## src/rtl/vga_timing_gen_if.sv

```systemverilog
// Raster timing bundle: window placement in, sync/de/coords/window flags out.
// master = timing generator, slave = pixel fetch / colour mux consumer.
interface vga_timing_gen_if #(
  parameter int NUM_WIN = 2,
  parameter int CW      = 10
);
  logic [NUM_WIN*CW-1:0] win_x;
  logic [NUM_WIN*CW-1:0] win_y;
  logic                  hsync;
  logic                  vsync;
  logic                  de;
  logic [CW-1:0]         h_cnt;
  logic [CW-1:0]         v_cnt;
  logic                  line_start;
  logic                  frame_start;
  logic [NUM_WIN-1:0]    win_valid;
  logic [NUM_WIN*CW-1:0] win_px;
  logic [NUM_WIN*CW-1:0] win_py;

  modport master (
    input  win_x, win_y,
    output hsync, vsync, de, h_cnt, v_cnt,
    output line_start, frame_start,
    output win_valid, win_px, win_py
  );

  modport slave (
    output win_x, win_y,
    input  hsync, vsync, de, h_cnt, v_cnt,
    input  line_start, frame_start,
    input  win_valid, win_px, win_py
  );
endinterface

```

## src/rtl/vga_timing_gen.sv

```systemverilog
// Parametrised VGA raster timing generator with per-frame double-buffered windows.
// Ports: clk, rst (sync active-high), en (pixel tick), bus (vga_timing_gen_if.master).
module vga_timing_gen #(
  parameter int H_ACTIVE  = 640,
  parameter int H_FP      = 16,
  parameter int H_SYNC    = 96,
  parameter int H_BP      = 48,
  parameter int V_ACTIVE  = 480,
  parameter int V_FP      = 10,
  parameter int V_SYNC    = 2,
  parameter int V_BP      = 33,
  parameter bit HSYNC_POL = 1'b0,
  parameter bit VSYNC_POL = 1'b0,
  parameter int NUM_WIN   = 2,
  parameter int WIN_W     = 640,
  parameter int WIN_H     = 480,
  parameter int CW        = 10
) (
  input  logic clk,
  input  logic rst,
  input  logic en,
  vga_timing_gen_if.master bus
);
  localparam int H_TOTAL = H_ACTIVE + H_FP + H_SYNC + H_BP;
  localparam int V_TOTAL = V_ACTIVE + V_FP + V_SYNC + V_BP;
  localparam int HS_BEG  = H_ACTIVE + H_FP;
  localparam int HS_END  = HS_BEG + H_SYNC;
  localparam int VS_BEG  = V_ACTIVE + V_FP;
  localparam int VS_END  = VS_BEG + V_SYNC;

  localparam logic [CW-1:0] H_LAST = CW'(H_TOTAL - 1);
  localparam logic [CW-1:0] V_LAST = CW'(V_TOTAL - 1);
  localparam logic [CW:0]   WW     = (CW+1)'(WIN_W);
  localparam logic [CW:0]   WH     = (CW+1)'(WIN_H);

  logic [CW-1:0]         hc_q, hc_d, vc_q, vc_d;
  logic [CW-1:0]         sx_q [NUM_WIN];
  logic [CW-1:0]         sx_d [NUM_WIN];
  logic [CW-1:0]         sy_q [NUM_WIN];
  logic [CW-1:0]         sy_d [NUM_WIN];
  logic                  hsync_q, hsync_d;
  logic                  vsync_q, vsync_d;
  logic                  de_q, de_d;
  logic [CW-1:0]         h_cnt_q, h_cnt_d;
  logic [CW-1:0]         v_cnt_q, v_cnt_d;
  logic                  ls_q, ls_d;
  logic                  fs_q, fs_d;
  logic [NUM_WIN-1:0]    wv_q, wv_d;
  logic [NUM_WIN*CW-1:0] px_q, px_d;
  logic [NUM_WIN*CW-1:0] py_q, py_d;

  logic          wrap_h, wrap_v, act;
  logic [CW:0]   h_ext, v_ext;
  logic [CW:0]   x_lo, y_lo;
  logic          in_w;

  always_comb begin
    hc_d    = hc_q;
    vc_d    = vc_q;
    sx_d    = sx_q;
    sy_d    = sy_q;
    hsync_d = hsync_q;
    vsync_d = vsync_q;
    de_d    = de_q;
    h_cnt_d = h_cnt_q;
    v_cnt_d = v_cnt_q;
    ls_d    = ls_q;
    fs_d    = fs_q;
    wv_d    = wv_q;
    px_d    = px_q;
    py_d    = py_q;
    x_lo    = '0;
    y_lo    = '0;
    in_w    = 1'b0;

    wrap_h = (hc_q == H_LAST);
    wrap_v = (vc_q == V_LAST);
    act    = (hc_q < CW'(H_ACTIVE)) && (vc_q < CW'(V_ACTIVE));
    // one extra bit so windows past the raster edge clip instead of wrapping
    h_ext  = {1'b0, hc_q};
    v_ext  = {1'b0, vc_q};

    if (en) begin
      hc_d = wrap_h ? '0 : hc_q + 1'b1;
      if (wrap_h)
        vc_d = wrap_v ? '0 : vc_q + 1'b1;

      hsync_d = (hc_q >= CW'(HS_BEG) && hc_q < CW'(HS_END))
              ? HSYNC_POL : ~HSYNC_POL;
      vsync_d = (vc_q >= CW'(VS_BEG) && vc_q < CW'(VS_END))
              ? VSYNC_POL : ~VSYNC_POL;
      de_d    = act;
      h_cnt_d = hc_q;
      v_cnt_d = vc_q;
      ls_d    = (hc_q == '0);
      fs_d    = (hc_q == '0) && (vc_q == '0);

      for (int i = 0; i < NUM_WIN; i++) begin
        x_lo = {1'b0, sx_q[i]};
        y_lo = {1'b0, sy_q[i]};
        in_w = act
            && h_ext >= x_lo && h_ext < x_lo + WW
            && v_ext >= y_lo && v_ext < y_lo + WH;
        wv_d[i]         = in_w;
        px_d[i*CW +: CW] = in_w ? hc_q - sx_q[i] : '0;
        py_d[i*CW +: CW] = in_w ? vc_q - sy_q[i] : '0;
        // shadows swap on the last pixel so the new frame sees them from (0,0)
        if (wrap_h && wrap_v) begin
          sx_d[i] = bus.win_x[i*CW +: CW];
          sy_d[i] = bus.win_y[i*CW +: CW];
        end
      end
    end
  end

  always_ff @(posedge clk) begin
    if (rst) begin
      hc_q    <= '0;
      vc_q    <= '0;
      for (int i = 0; i < NUM_WIN; i++) begin
        sx_q[i] <= '0;
        sy_q[i] <= '0;
      end
      hsync_q <= ~HSYNC_POL;
      vsync_q <= ~VSYNC_POL;
      de_q    <= 1'b0;
      h_cnt_q <= '0;
      v_cnt_q <= '0;
      ls_q    <= 1'b0;
      fs_q    <= 1'b0;
      wv_q    <= '0;
      px_q    <= '0;
      py_q    <= '0;
    end else begin
      hc_q    <= hc_d;
      vc_q    <= vc_d;
      sx_q    <= sx_d;
      sy_q    <= sy_d;
      hsync_q <= hsync_d;
      vsync_q <= vsync_d;
      de_q    <= de_d;
      h_cnt_q <= h_cnt_d;
      v_cnt_q <= v_cnt_d;
      ls_q    <= ls_d;
      fs_q    <= fs_d;
      wv_q    <= wv_d;
      px_q    <= px_d;
      py_q    <= py_d;
    end
  end

  assign bus.hsync       = hsync_q;
  assign bus.vsync       = vsync_q;
  assign bus.de          = de_q;
  assign bus.h_cnt       = h_cnt_q;
  assign bus.v_cnt       = v_cnt_q;
  assign bus.line_start  = ls_q;
  assign bus.frame_start = fs_q;
  assign bus.win_valid   = wv_q;
  assign bus.win_px      = px_q;
  assign bus.win_py      = py_q;
endmodule

```

## src/flat_wrapper.sv

```systemverilog
// flat-port wrapper written by rule: the top's interface ports become plain ports
module vga_timing_gen_flat 
#(
  parameter int H_ACTIVE  = 640,
  parameter int H_FP      = 16,
  parameter int H_SYNC    = 96,
  parameter int H_BP      = 48,
  parameter int V_ACTIVE  = 480,
  parameter int V_FP      = 10,
  parameter int V_SYNC    = 2,
  parameter int V_BP      = 33,
  parameter bit HSYNC_POL = 1'b0,
  parameter bit VSYNC_POL = 1'b0,
  parameter int NUM_WIN   = 2,
  parameter int WIN_W     = 640,
  parameter int WIN_H     = 480,
  parameter int CW        = 10
)
  (clk, rst, en, bus_win_x, bus_win_y, bus_hsync, bus_vsync, bus_de, bus_h_cnt, bus_v_cnt, bus_line_start, bus_frame_start, bus_win_valid, bus_win_px, bus_win_py);
  vga_timing_gen_if #(.NUM_WIN(NUM_WIN), .CW(CW)) bus_i ();
  input  logic clk;
  input  logic rst;
  input  logic en;
  input wire logic [$bits(bus_i.win_x)-1:0] bus_win_x;
  input wire logic [$bits(bus_i.win_y)-1:0] bus_win_y;
  output wire logic [$bits(bus_i.hsync)-1:0] bus_hsync;
  output wire logic [$bits(bus_i.vsync)-1:0] bus_vsync;
  output wire logic [$bits(bus_i.de)-1:0] bus_de;
  output wire logic [$bits(bus_i.h_cnt)-1:0] bus_h_cnt;
  output wire logic [$bits(bus_i.v_cnt)-1:0] bus_v_cnt;
  output wire logic [$bits(bus_i.line_start)-1:0] bus_line_start;
  output wire logic [$bits(bus_i.frame_start)-1:0] bus_frame_start;
  output wire logic [$bits(bus_i.win_valid)-1:0] bus_win_valid;
  output wire logic [$bits(bus_i.win_px)-1:0] bus_win_px;
  output wire logic [$bits(bus_i.win_py)-1:0] bus_win_py;
  assign bus_i.win_x = bus_win_x;
  assign bus_i.win_y = bus_win_y;
  assign bus_hsync = bus_i.hsync;
  assign bus_vsync = bus_i.vsync;
  assign bus_de = bus_i.de;
  assign bus_h_cnt = bus_i.h_cnt;
  assign bus_v_cnt = bus_i.v_cnt;
  assign bus_line_start = bus_i.line_start;
  assign bus_frame_start = bus_i.frame_start;
  assign bus_win_valid = bus_i.win_valid;
  assign bus_win_px = bus_i.win_px;
  assign bus_win_py = bus_i.win_py;
  vga_timing_gen #(.H_ACTIVE(H_ACTIVE), .H_FP(H_FP), .H_SYNC(H_SYNC), .H_BP(H_BP), .V_ACTIVE(V_ACTIVE), .V_FP(V_FP), .V_SYNC(V_SYNC), .V_BP(V_BP), .HSYNC_POL(HSYNC_POL), .VSYNC_POL(VSYNC_POL), .NUM_WIN(NUM_WIN), .WIN_W(WIN_W), .WIN_H(WIN_H), .CW(CW)) u_core (.clk(clk), .rst(rst), .en(en), .bus(bus_i));
endmodule
```

## config.mk

```make
export PLATFORM = sky130hd
export DESIGN_NAME = vga_timing_gen_flat
export DESIGN_NICKNAME = d
export VERILOG_FILES = /design/src/rtl/vga_timing_gen_if.sv /design/src/rtl/vga_timing_gen.sv /design/src/flat_wrapper.sv
export SDC_FILE = /design/constraint.sdc
export NUM_CORES = 1
export LEC_CHECK = 0
export CORE_ASPECT_RATIO = 0.8
export CORE_MARGIN = 5
export CORE_UTILIZATION = 41
export DETAILED_ROUTE_END_ITERATION = 16
export PLACE_DENSITY = 0.69
export SKIP_LAST_GASP = 1
export SYNTH_ARGS = -nofsm -noshare
export SYNTH_HDL_FRONTEND = slang
export SYNTH_SLANG_ARGS = --single-unit
export TNS_END_PERCENT = 100
```

## constraint.sdc

```tcl
create_clock -name clk -period 3.4 [get_ports clk]
set_clock_uncertainty 0.15 [all_clocks]
set_input_delay 0.68 -clock clk [delete_from_list [all_inputs] [get_ports clk]]
set_output_delay 0.68 -clock clk [all_outputs]
set_load 0.01 [all_outputs]
```

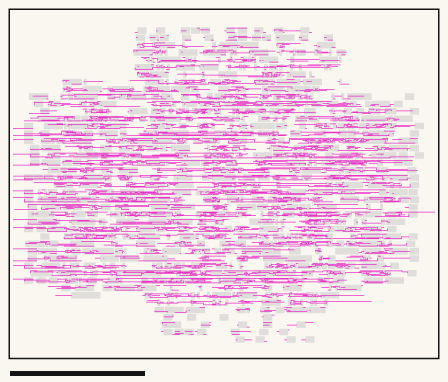
(run_1/m1.png)
Bar = 50 um.
share of all routed wire: 49%
longest straight run: 65.3 um
nets with wire on the layer: 969
wire length on this layer: 9,140 um

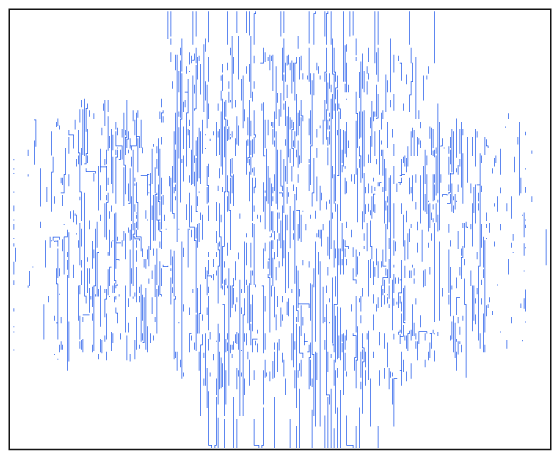
(run_1/m2.png)
nets with wire on the layer: 841
wire length on this layer: 7,860 um
main direction: vertical
share of all routed wire: 42%

==> results.txt, run 1 <==
DR vias: 6,120
final instance area: 9010 um2
crit path time final: 2.90 ns
number of I/O pins: 110
proportion of power drawn by the clock network: 0.507
CTS tree: built
list of cells traversed by the critical path: ha_1, inv_1, ha_1, a21o_1, a21o_1, a211o_1, a211oi_1, o2111a_2, o31ai_2, a21oi_2
flip-flop cell with the highest count after synthesis: sky130_fd_sc_hd__dfxtp_1
launch point of the worst path: u_core.sx_q[7]
Power Clock: 1800 uW
Worst Hold Launch: u_core.sy_q[4]
endpoints failing hold: 0
TritonCTS buffer count: 17
met3 layer usage reported by global route: 0.0518
Tightest Hold Check Type: register to register
cell count after synthesis: 851
Critical Path RT: 3.61 ns
final setup fails: 0
cell with the most instances after synthesis: sky130_fd_sc_hd__dfxtp_1
worst-case setup margin in the final layout: 0.503 ns
Final Total Pwr: 3550 uW
seq pwr: 1520 uW
Area growth syn-to-layout: 25.0%
ant diodes: 0
Top cells by area: sky130_fd_sc_hd__dfxtp_1 (35%), sky130_fd_sc_hd__ha_1 (11%), sky130_fd_sc_hd__nand2_1 (5.9%)
post-synth top area share: 0.353
Resize count post-CTS: 0
Core Region: 17,300 um2
count of cell instances traversed by the critical path: 10
number of instances in the placed design: 1,153
Max Fanout on Critical Path: 21
area leader, netlist: sky130_fd_sc_hd__dfxtp_1
source of the worst register-to-register timing path: u_core.sx_q[7]
clock edge transition at the registers on the reported setup and hold paths: 0.06 ns
Core Util, Final: 0.520
Logic power comb: 231 uW
hold-fix buffers at CTS: 0
largest buffer count on any clock path: 2
worst hold endpoint: u_core.sy_q[4]
destination of the critical timing path: u_core.bus.win_py[19]
buffer cell driving the clock tree root: sky130_fd_sc_hd__clkbuf_16
IO Port Bufs: 109
yosys stat chip area: 7210 um2
Top cell excl fill/tap: sky130_fd_sc_hd__dfxtp_1
sequential area share after synthesis: 0.353
Top Consumer: the clock network
Die Outline Area: 20,300 um2
total tool warning count: 35
relative slew slack: 0.620
cells on worst reg2reg path: 10
mean number of vias per cell: 5.16
remaining antenna violation count after routing: 0
endpoint of the worst-slack reg-to-reg timing path: u_core.bus.win_py[19]
clock sink count: 127
router iterations before antenna repair: 5
Detail Route met3 WL: 1320 um
count of fill cells added during filler insertion: 1,657
FP Core Util: 0.416
final weighted congestion in routability-driven placement: 0.885
peak supply drop: 333 uV
sequential share of power: 0.428
kind of cell with the highest combined delay on the critical path: AND-OR/OR-AND gates
final worst-path cycle share: 0.852
residual DRC count: 0
area taken by flip-flops and latches: 2540 um2
GRT overflow: 0
overall die height: 129 um
met2 routed wirelength: 7860 um
type of destination of the critical path: register
routing usage on met2: 0.266
DRT met1 WL: 9140 um
final WL: 18,500 um
Register-to-Register Setup Slack: 0.50 ns
warning count from the yosys run: 0
antenna violations before repair: 0
list of most frequent post-synthesis cells: sky130_fd_sc_hd__dfxtp_1 (127), sky130_fd_sc_hd__nand2_1 (114), sky130_fd_sc_hd__nor2_1 (89), sky130_fd_sc_hd__a21oi_1 (78), sky130_fd_sc_hd__ha_1 (65)
GRT Total Usage: 0.185
leak pwr: 0.00349 uW
number of violations of the max-capacitance limit: 0
Setup Total Neg Slack: 0 ns
post-CTS repair timing setup buffer count: 0
delay of the slowest critical-path stage: 0.54 ns
result of the run: finished, final reports clean
Chip Width: 158 um
critical path's slowest cell: sky130_fd_sc_hd__o2111a_2
arrival time of the worst setup path: 3.11 ns
layer with the highest usage after global routing: met1
DP Worst Slack: 0.370 ns
fraction of layout instances using a drive strength above 1: 0.0771
Wirelength per Cell: 15.6 um
Highest Clock Rate: 345 MHz
Cell Int Power: 2710 uW
1st-iter DRT viols: 401
count of instantiated cells in the yosys netlist: 851
power per cell area: 394 nW/um2
most instantiated logic cells after routing: sky130_fd_sc_hd__dfxtp_1 (127), sky130_fd_sc_hd__nand2_1 (114), sky130_fd_sc_hd__clkdlybuf4s50_1 (108)
number of buffers and inverters on the critical path: 1
largest net degree at the start of global routing: 112
HPWL reported at the end of detailed placement: 13,300 um
synthesized netlist net count: 963
max-slew violation count: 0
switching part of the total power: 0.236
post-synthesis register bit count: 127
met1 usage in global routing: 0.269
net switching power of the design: 835 uW
Worst Max-Slew Pin Slew: 0.563 ns
DR top layer: met4
RSZ-0062 raised after global routing: no
Syn Std Cell Area: 7210 um2
CTS H-tree lvls: 4
standard-cell rows: 43
share of power burned in combinational logic: 0.065
post-synthesis average cell area: 8.47 um2
number of global-route vias before repair: 5,917
number of synthesized flops with an enable pin: 0
post-synth cell types: 60
area of placed instances: 8430 um2
combined area of the multi-input logic cells: 4250 um2
category of the most critical setup path: register to register
wire length of the first global-routing pass: 29,800 um
Worst-Skew Late Latency: 0.43 ns
startpoint types: register
Min-Delay Path Depth: 2
Cell Count, Final, Fillers Out: 1,185
fraction of registers with async set/reset: 0
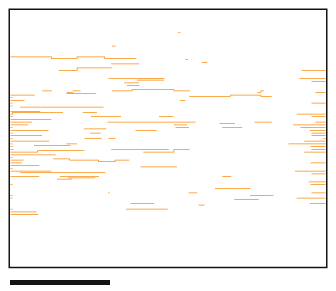
(run_1/m3.png)
Bar = 50 um.
nets with wire on the layer: 95
share of all routed wire: 7.1%
main direction: horizontal
wire length on this layer: 1,320 um
longest straight run: 43.7 um

## run 1: state kept, by name (all words and copies together) (netlist names), 10 cells and up
name	count
u_core.bus.h_cnt	10
u_core.sx_q	20
u_core.hc_q	10
u_core.vc_q	10
u_core.bus.v_cnt	10
u_core.bus.win_px	20
u_core.sy_q	20
u_core.bus.win_py	20
## run 1: cell families after synthesis
group	synth area share
flops	0.353
simple gates	0.193
buf+inv	0.0590
fa+ha+maj	0.124
xor+xnor	0.0608
compound gates	0.177
mux	0.0333
## run 1: final cells by class
cell class / instances / share of cell area
multi-input cells: 630 / 0.471
flip-flops and latches: 127 / 0.282
repair buffers: 116 / 0.128
clock buffers: 18 / 0.0487
well taps: 225 / 0.0313
inverters: 55 / 0.0229
clock inverters: 14 / 0.0156
==> run_1/m4.png <==
Bar = 50 um.
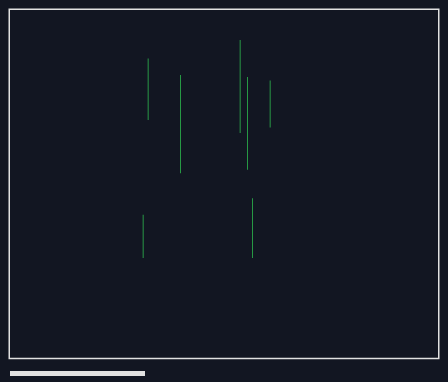

## Run 2: what changed since run 1
--- a/config.mk
+++ b/config.mk
@@ -5,6 +5,7 @@
 export SDC_FILE = /design/constraint.sdc
 export NUM_CORES = 1
 export LEC_CHECK = 0
+export ABC_AREA = 1
 export CORE_ASPECT_RATIO = 0.8
 export CORE_MARGIN = 5
 export CORE_UTILIZATION = 41
==> constraint.sdc (replaced) <==
create_clock -name clk -period 3.4 [get_ports clk]
set_clock_uncertainty 0.15 [all_clocks]
set_input_delay 0.68 -clock clk [delete_from_list [all_inputs] [get_ports clk]]
set_output_delay 0.68 -clock clk [all_outputs]
set_load 0.005 [all_outputs]
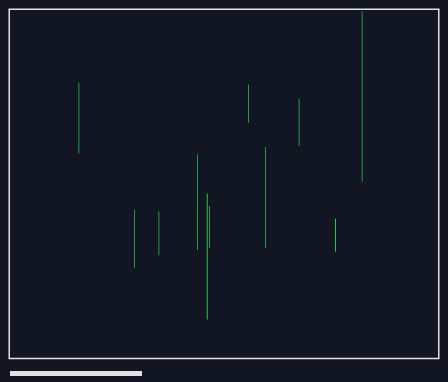
(run_2/m4.png)
Bar = 50 um.
longest straight run: 64.6 um
main direction: vertical
nets with wire on the layer: 7
share of all routed wire: 1.4%

==> results.txt, run 2 <==
relative slew slack: 0.489
fraction of registers with async set/reset: 0
cell with the most instances after synthesis: sky130_fd_sc_hd__nand2_1
non-clock buffer count in the final layout: 121
ant diodes: 0
area leader, netlist: sky130_fd_sc_hd__dfxtp_1
combined area of the multi-input logic cells: 4400 um2
TritonCTS buffer count: 17
combinational gates: 754
launch point of the worst path: u_core.vc_q[0]
buffer cell driving the clock tree root: sky130_fd_sc_hd__clkbuf_16
DP Worst Slack: 0.553 ns
Top cells by area: sky130_fd_sc_hd__dfxtp_1 (33%), sky130_fd_sc_hd__ha_1 (11%), sky130_fd_sc_hd__nand2_1 (9.7%)
area taken by flip-flops and latches: 2540 um2
Max Fanout on Critical Path: 20
category of the most critical setup path: register to register
type of destination of the critical path: register
worst hold endpoint: u_core.sx_q[16]
Setup Total Neg Slack: 0 ns
fraction of layout instances using a drive strength above 1: 0.0806
DR vias: 7,205
Worst-Skew Late Latency: 0.42 ns
combinational share of cell area: 0.462
yosys stat chip area: 7650 um2
standard-cell rows: 44
post-synth top area share: 0.332
overall die height: 132 um
router iterations before antenna repair: 5
source of the worst register-to-register timing path: u_core.vc_q[0]
count of cell instances traversed by the critical path: 10
list of most frequent post-synthesis cells: sky130_fd_sc_hd__nand2_1 (197), sky130_fd_sc_hd__dfxtp_1 (127), sky130_fd_sc_hd__inv_1 (127), sky130_fd_sc_hd__a21oi_1 (122)
final setup fails: 0
result of the run: finished, final reports clean
met3 layer usage reported by global route: 0.0478
Tightest Hold Check Type: register to register
Syn Std Cell Area: 7650 um2
largest net degree at the start of global routing: 58
Wirelength per Cell: 15.2 um
FP Core Util: 0.420
post-synthesis average cell area: 7.27 um2
Die Outline Area: 21,500 um2
met1 usage in global routing: 0.311
residual DRC count: 0
clock edge transition at the registers on the reported setup and hold paths: 0.06 ns
Non-Clock Inverter Count: 132
hold-fix buffers at CTS: 0
Critical Path RT: 3.52 ns
number of instances in the placed design: 1,387
Worst Max-Slew Pin Slew: 0.767 ns
power per cell area: 384 nW/um2
flip-flop cell with the highest count after synthesis: sky130_fd_sc_hd__dfxtp_1
startpoint types: register
Detail Route met3 WL: 1490 um
cell count after synthesis: 1,052
Chip Width: 163 um
Resize count post-CTS: 0
kind of cell with the highest combined delay on the critical path: buffers and inverters
number of buffers and inverters on the critical path: 3
mean number of vias per cell: 5.08
IO Port Bufs: 109
HPWL reported at the end of detailed placement: 16,200 um
routing usage on met2: 0.274
Core Region: 18,200 um2
number of flip-flops and latches: 127
Cell Count, Final, Fillers Out: 1,419
1st-iter DRT viols: 672
RSZ-0062 raised after global routing: no
count of instantiated cells in the yosys netlist: 1,052
clock sink count: 127
delay of the slowest critical-path stage: 0.43 ns
Worst Hold Launch: u_core.sx_q[16]
final WL: 21,600 um
post-CTS repair timing setup buffer count: 0
remaining antenna violation count after routing: 0
post-synthesis register bit count: 127
CTS H-tree lvls: 4
cells on worst reg2reg path: 10
final worst-path cycle share: 0.789
endpoints failing hold: 0
met2 routed wirelength: 8510 um
arrival time of the worst setup path: 2.81 ns
destination of the critical timing path: u_core.bus.win_px[15]
Highest Clock Rate: 373 MHz
endpoint of the worst-slack reg-to-reg timing path: u_core.bus.win_px[15]
share of final layout cell area taken by non-clock buffers: 0.123
peak supply drop: 308 uV
list of cells traversed by the critical path: inv_1, ha_1, inv_1, fa_1, nand4_1, nand3_1, nor2_1, inv_1, nand3_1, a21oi_1
clk_buf instances: 22
Largest cell class: combinational gates
DR top layer: met4
area of placed instances: 8930 um2
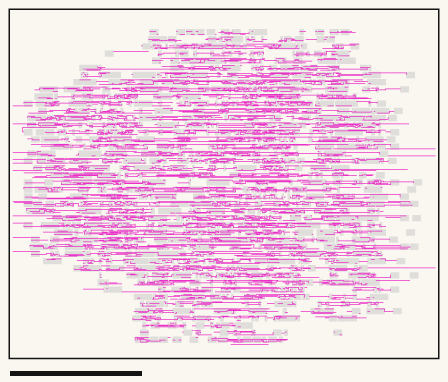
(run_2/m1.png)
Bar = 50 um.
wire length on this layer: 11,300 um
main direction: horizontal

==> run 2: kinds of logic (layout without fill, tap and decap cells) <==
family                   count (synthesis)  after routing  share of synthesized area
AND/OR/NAND/NOR                        417            417                      0.251
AND-OR/OR-AND                          230            230                      0.164
buffers and inverters                  171            285                     0.0926
flip-flops                             127            127                      0.332
adder cells (fa/ha/maj)                 69             69                      0.117
XOR/XNOR                                38             38                     0.0435
==> run 2: power by group <==
part | total, uW | switching, uW | internal (uW)
Sequential | 1540 | 19.6 | 1520
Clock | 1830 | 678 | 1150
Combinational | 292 | 150 | 142
Total | 3660 | 848 | 2810
==> run 2: through the flow <==
stage          power [uW]  hold slack [ns]
2_1_floorplan        1710            0.285
3_3_place_gp         1860            0.302
3_5_place_dp         1860            0.303
4_1_cts              3690            0.311
5_1_grt              3790            0.337
6_report             3660            0.310
==> run_2/m2.png <==
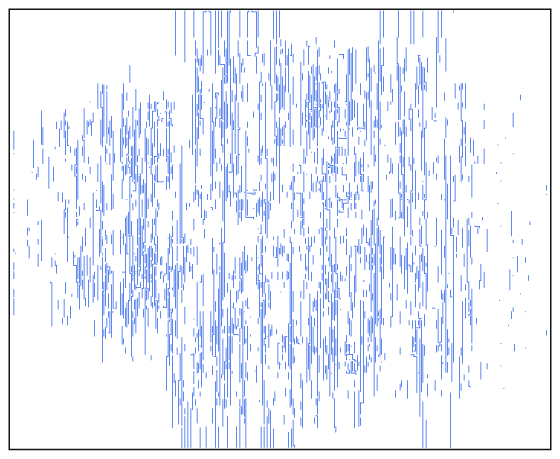

## Run 3: what changed since run 2
--- a/config.mk
+++ b/config.mk
@@ -10,7 +10,7 @@
 export CORE_MARGIN = 5
 export CORE_UTILIZATION = 41
 export DETAILED_ROUTE_END_ITERATION = 16
-export PLACE_DENSITY = 0.69
+export PLACE_DENSITY = 0.71
 export SKIP_LAST_GASP = 1
 export SYNTH_ARGS = -nofsm -noshare
 export SYNTH_HDL_FRONTEND = slang
==> constraint.sdc (replaced) <==
create_clock -name clk -period 2.4 [get_ports clk]
set_clock_uncertainty 0.15 [all_clocks]
set_input_delay 0.48 -clock clk [delete_from_list [all_inputs] [get_ports clk]]
set_output_delay 0.48 -clock clk [all_outputs]
set_load 0.005 [all_outputs]
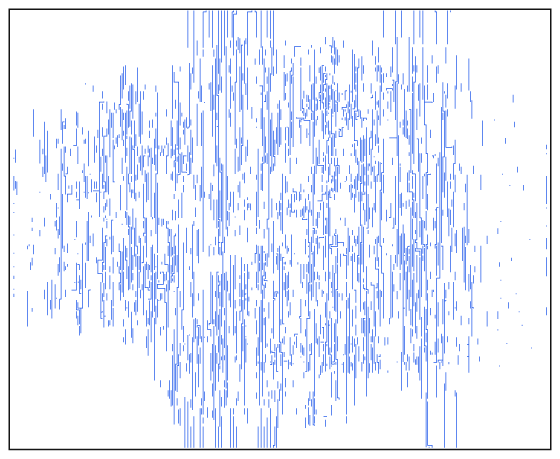
(run_3/m2.png)
share of all routed wire: 41%
main direction: vertical
wire length on this layer: 9,090 um
nets with wire on the layer: 1,055
longest straight run: 55.1 um

==> results.txt, run 3 <==
result of the run: complete, but fails checks
violated checks: setup timing
Cell Count, Final, Fillers Out: 1,462
CTS H-tree lvls: 4
clock edge transition at the registers on the reported setup and hold paths: 0.06 ns
final setup fails: 20
post-synth top area share: 0.332
DRT met1 WL: 11,300 um
met3 layer usage reported by global route: 0.0488
list of most frequent post-synthesis cells: sky130_fd_sc_hd__nand2_1 (197), sky130_fd_sc_hd__dfxtp_1 (127), sky130_fd_sc_hd__inv_1 (127), sky130_fd_sc_hd__a21oi_1 (122)
fraction of area in clock buffers and inverters: 0.0632
area of placed instances: 9260 um2
residual DRC count: 0
count of instantiated cells in the yosys netlist: 1,052
category of the most critical setup path: register to register
cell count after synthesis: 1,052
non-clock buffer count in the final layout: 164
Taps Inserted: 253
antenna violations before repair: 0
warning count from the yosys run: 0
Top cells by area: sky130_fd_sc_hd__dfxtp_1 (33%), sky130_fd_sc_hd__ha_1 (11%), sky130_fd_sc_hd__nand2_1 (9.7%)
number of I/O pins: 110
overall die height: 132 um
Die Outline Area: 21,500 um2
final weighted congestion in routability-driven placement: 0.906
Register-to-Register Setup Slack: -0.15 ns
clock sink count: 127
combined area of the multi-input logic cells: 4540 um2
XOR-XNOR Cells, Area Fraction: 0.0435
relative slew slack: 0.482
basic-gate share of the synthesized area counting and, or, nand and nor cells: 0.251
Critical Path RT: 2.61 ns
startpoint types: register
router iterations before antenna repair: 5
Final Total Pwr: 5470 uW
DR vias: 7,480
Chip Width: 163 um
type of destination of the critical path: register
combinational gates: 754
crit path time final: 2.55 ns
largest non-sequential cell family by area: simple AND/OR/NAND/NOR gates
area taken by flip-flops and latches: 2550 um2
final WL: 22,300 um
routing usage on met2: 0.279
GRT overflow: 0
Core Util, Final: 0.558
ant diodes: 0
fraction of registers with async set/reset: 0
post-synthesis register bit count: 127
standard-cell rows: 44
critical path's slowest cell: sky130_fd_sc_hd__dfxtp_2
met2 routed wirelength: 9090 um
layer with the highest usage after global routing: met1
number of flip-flops and latches: 127
Area growth syn-to-layout: 33.0%
Non-Clock Inverter Count: 132
Top cell excl fill/tap: sky130_fd_sc_hd__nand2_1
largest net degree at the start of global routing: 61
compound-cell area share of the yosys netlist: 0.164
mux contribution to synthesized area: 0
launch point of the worst path: u_core.sy_q[6]
GRT Total Usage: 0.200
Synth Area in Adders: 0.117
number of global-route vias before repair: 6,833
remaining antenna violation count after routing: 0
Syn Std Cell Area: 7650 um2
max-slew violation count: 0
Largest cell class: combinational gates
Worst-Skew Late Latency: 0.43 ns
count of fill cells added during filler insertion: 1,709
arrival time of the worst setup path: 2.76 ns
post-synthesis average cell area: 7.27 um2
endpoint of the worst-slack reg-to-reg timing path: u_core.bus.win_px[18]
number of instances in the placed design: 1,424
Setup Total Neg Slack: -2.60 ns
delay of the slowest critical-path stage: 0.36 ns
HPWL reported at the end of detailed placement: 16,400 um
wire length of the first global-routing pass: 35,000 um
Wirelength per Cell: 15.2 um
1st-iter DRT viols: 709
endpoints failing hold: 0
fraction of layout instances using a drive strength above 1: 0.141
minimum hold slack: 0.312 ns
worst-case setup margin in the final layout: -0.149 ns
buffer cell driving the clock tree root: sky130_fd_sc_hd__clkbuf_16
IO Port Bufs: 109
final instance area: 10,200 um2
mean number of vias per cell: 5.12
met1 usage in global routing: 0.307
number of buffers and inverters on the critical path: 4
number of violations of the max-capacitance limit: 0
list of cells traversed by the critical path: inv_2, ha_4, buf_4, xnor2_1, ha_2, a21oi_2, o21bai_1, nand2_1, inv_1, nor2_1, nand3_1, nor2_4, clkbuf_16, nand3_2, a21oi_2
leak pwr: 0.00439 uW
Highest Clock Rate: 392 MHz
yosys stat chip area: 7650 um2
count of cell instances traversed by the critical path: 15
peak supply drop: 530 uV
number of synthesized flops with an enable pin: 0
final worst-path cycle share: 1.06
share of final layout cell area taken by non-clock buffers: 0.160
Worst Max-Slew Pin Slew: 0.777 ns
most instantiated logic cells after routing: sky130_fd_sc_hd__nand2_1 (197), sky130_fd_sc_hd__inv_1 (122), sky130_fd_sc_hd__dfxtp_1 (121)
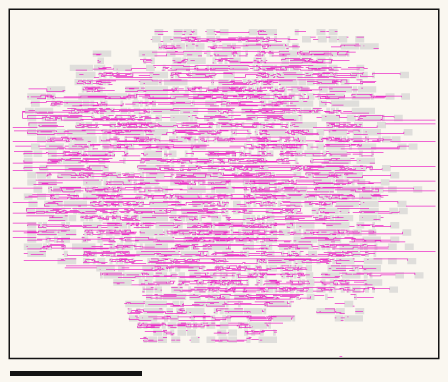
(run_3/m1.png)
Bar = 50 um.
wire length on this layer: 11,300 um
longest straight run: 51.1 um
share of all routed wire: 51%

-- run 3: what timing repair did --
action                     in CTS  in global routing
gates resized                   2                 40
gates cloned                    0                  5
setup endpoints to repair      20                 41
hold buffers                    0                  0
pin swaps                       0                 18
setup buffers                   0                  1
-- run 3: how the worst max path moves through the flow --
stage | end | slack (ns)
6_report | u_core.bus.win_px[18] | -0.15
5_1_grt | u_core.bus.win_py[12] | -0.27
4_1_cts | u_core.bus.win_py[17] | -0.03
3_5_place_dp | u_core.bus.win_py[4] | -0.1
3_3_place_gp | u_core.bus.win_py[18] | -0.08
2_1_floorplan | u_core.bus.win_py[3] | 0.27
-- run 3: where the power goes --
part	switching (uW)	total, uW	internal (uW)
combinational	227	458	231
clock	989	2830	1840
sequential	28.1	2180	2150
Power and IR drop assume default switching activity.
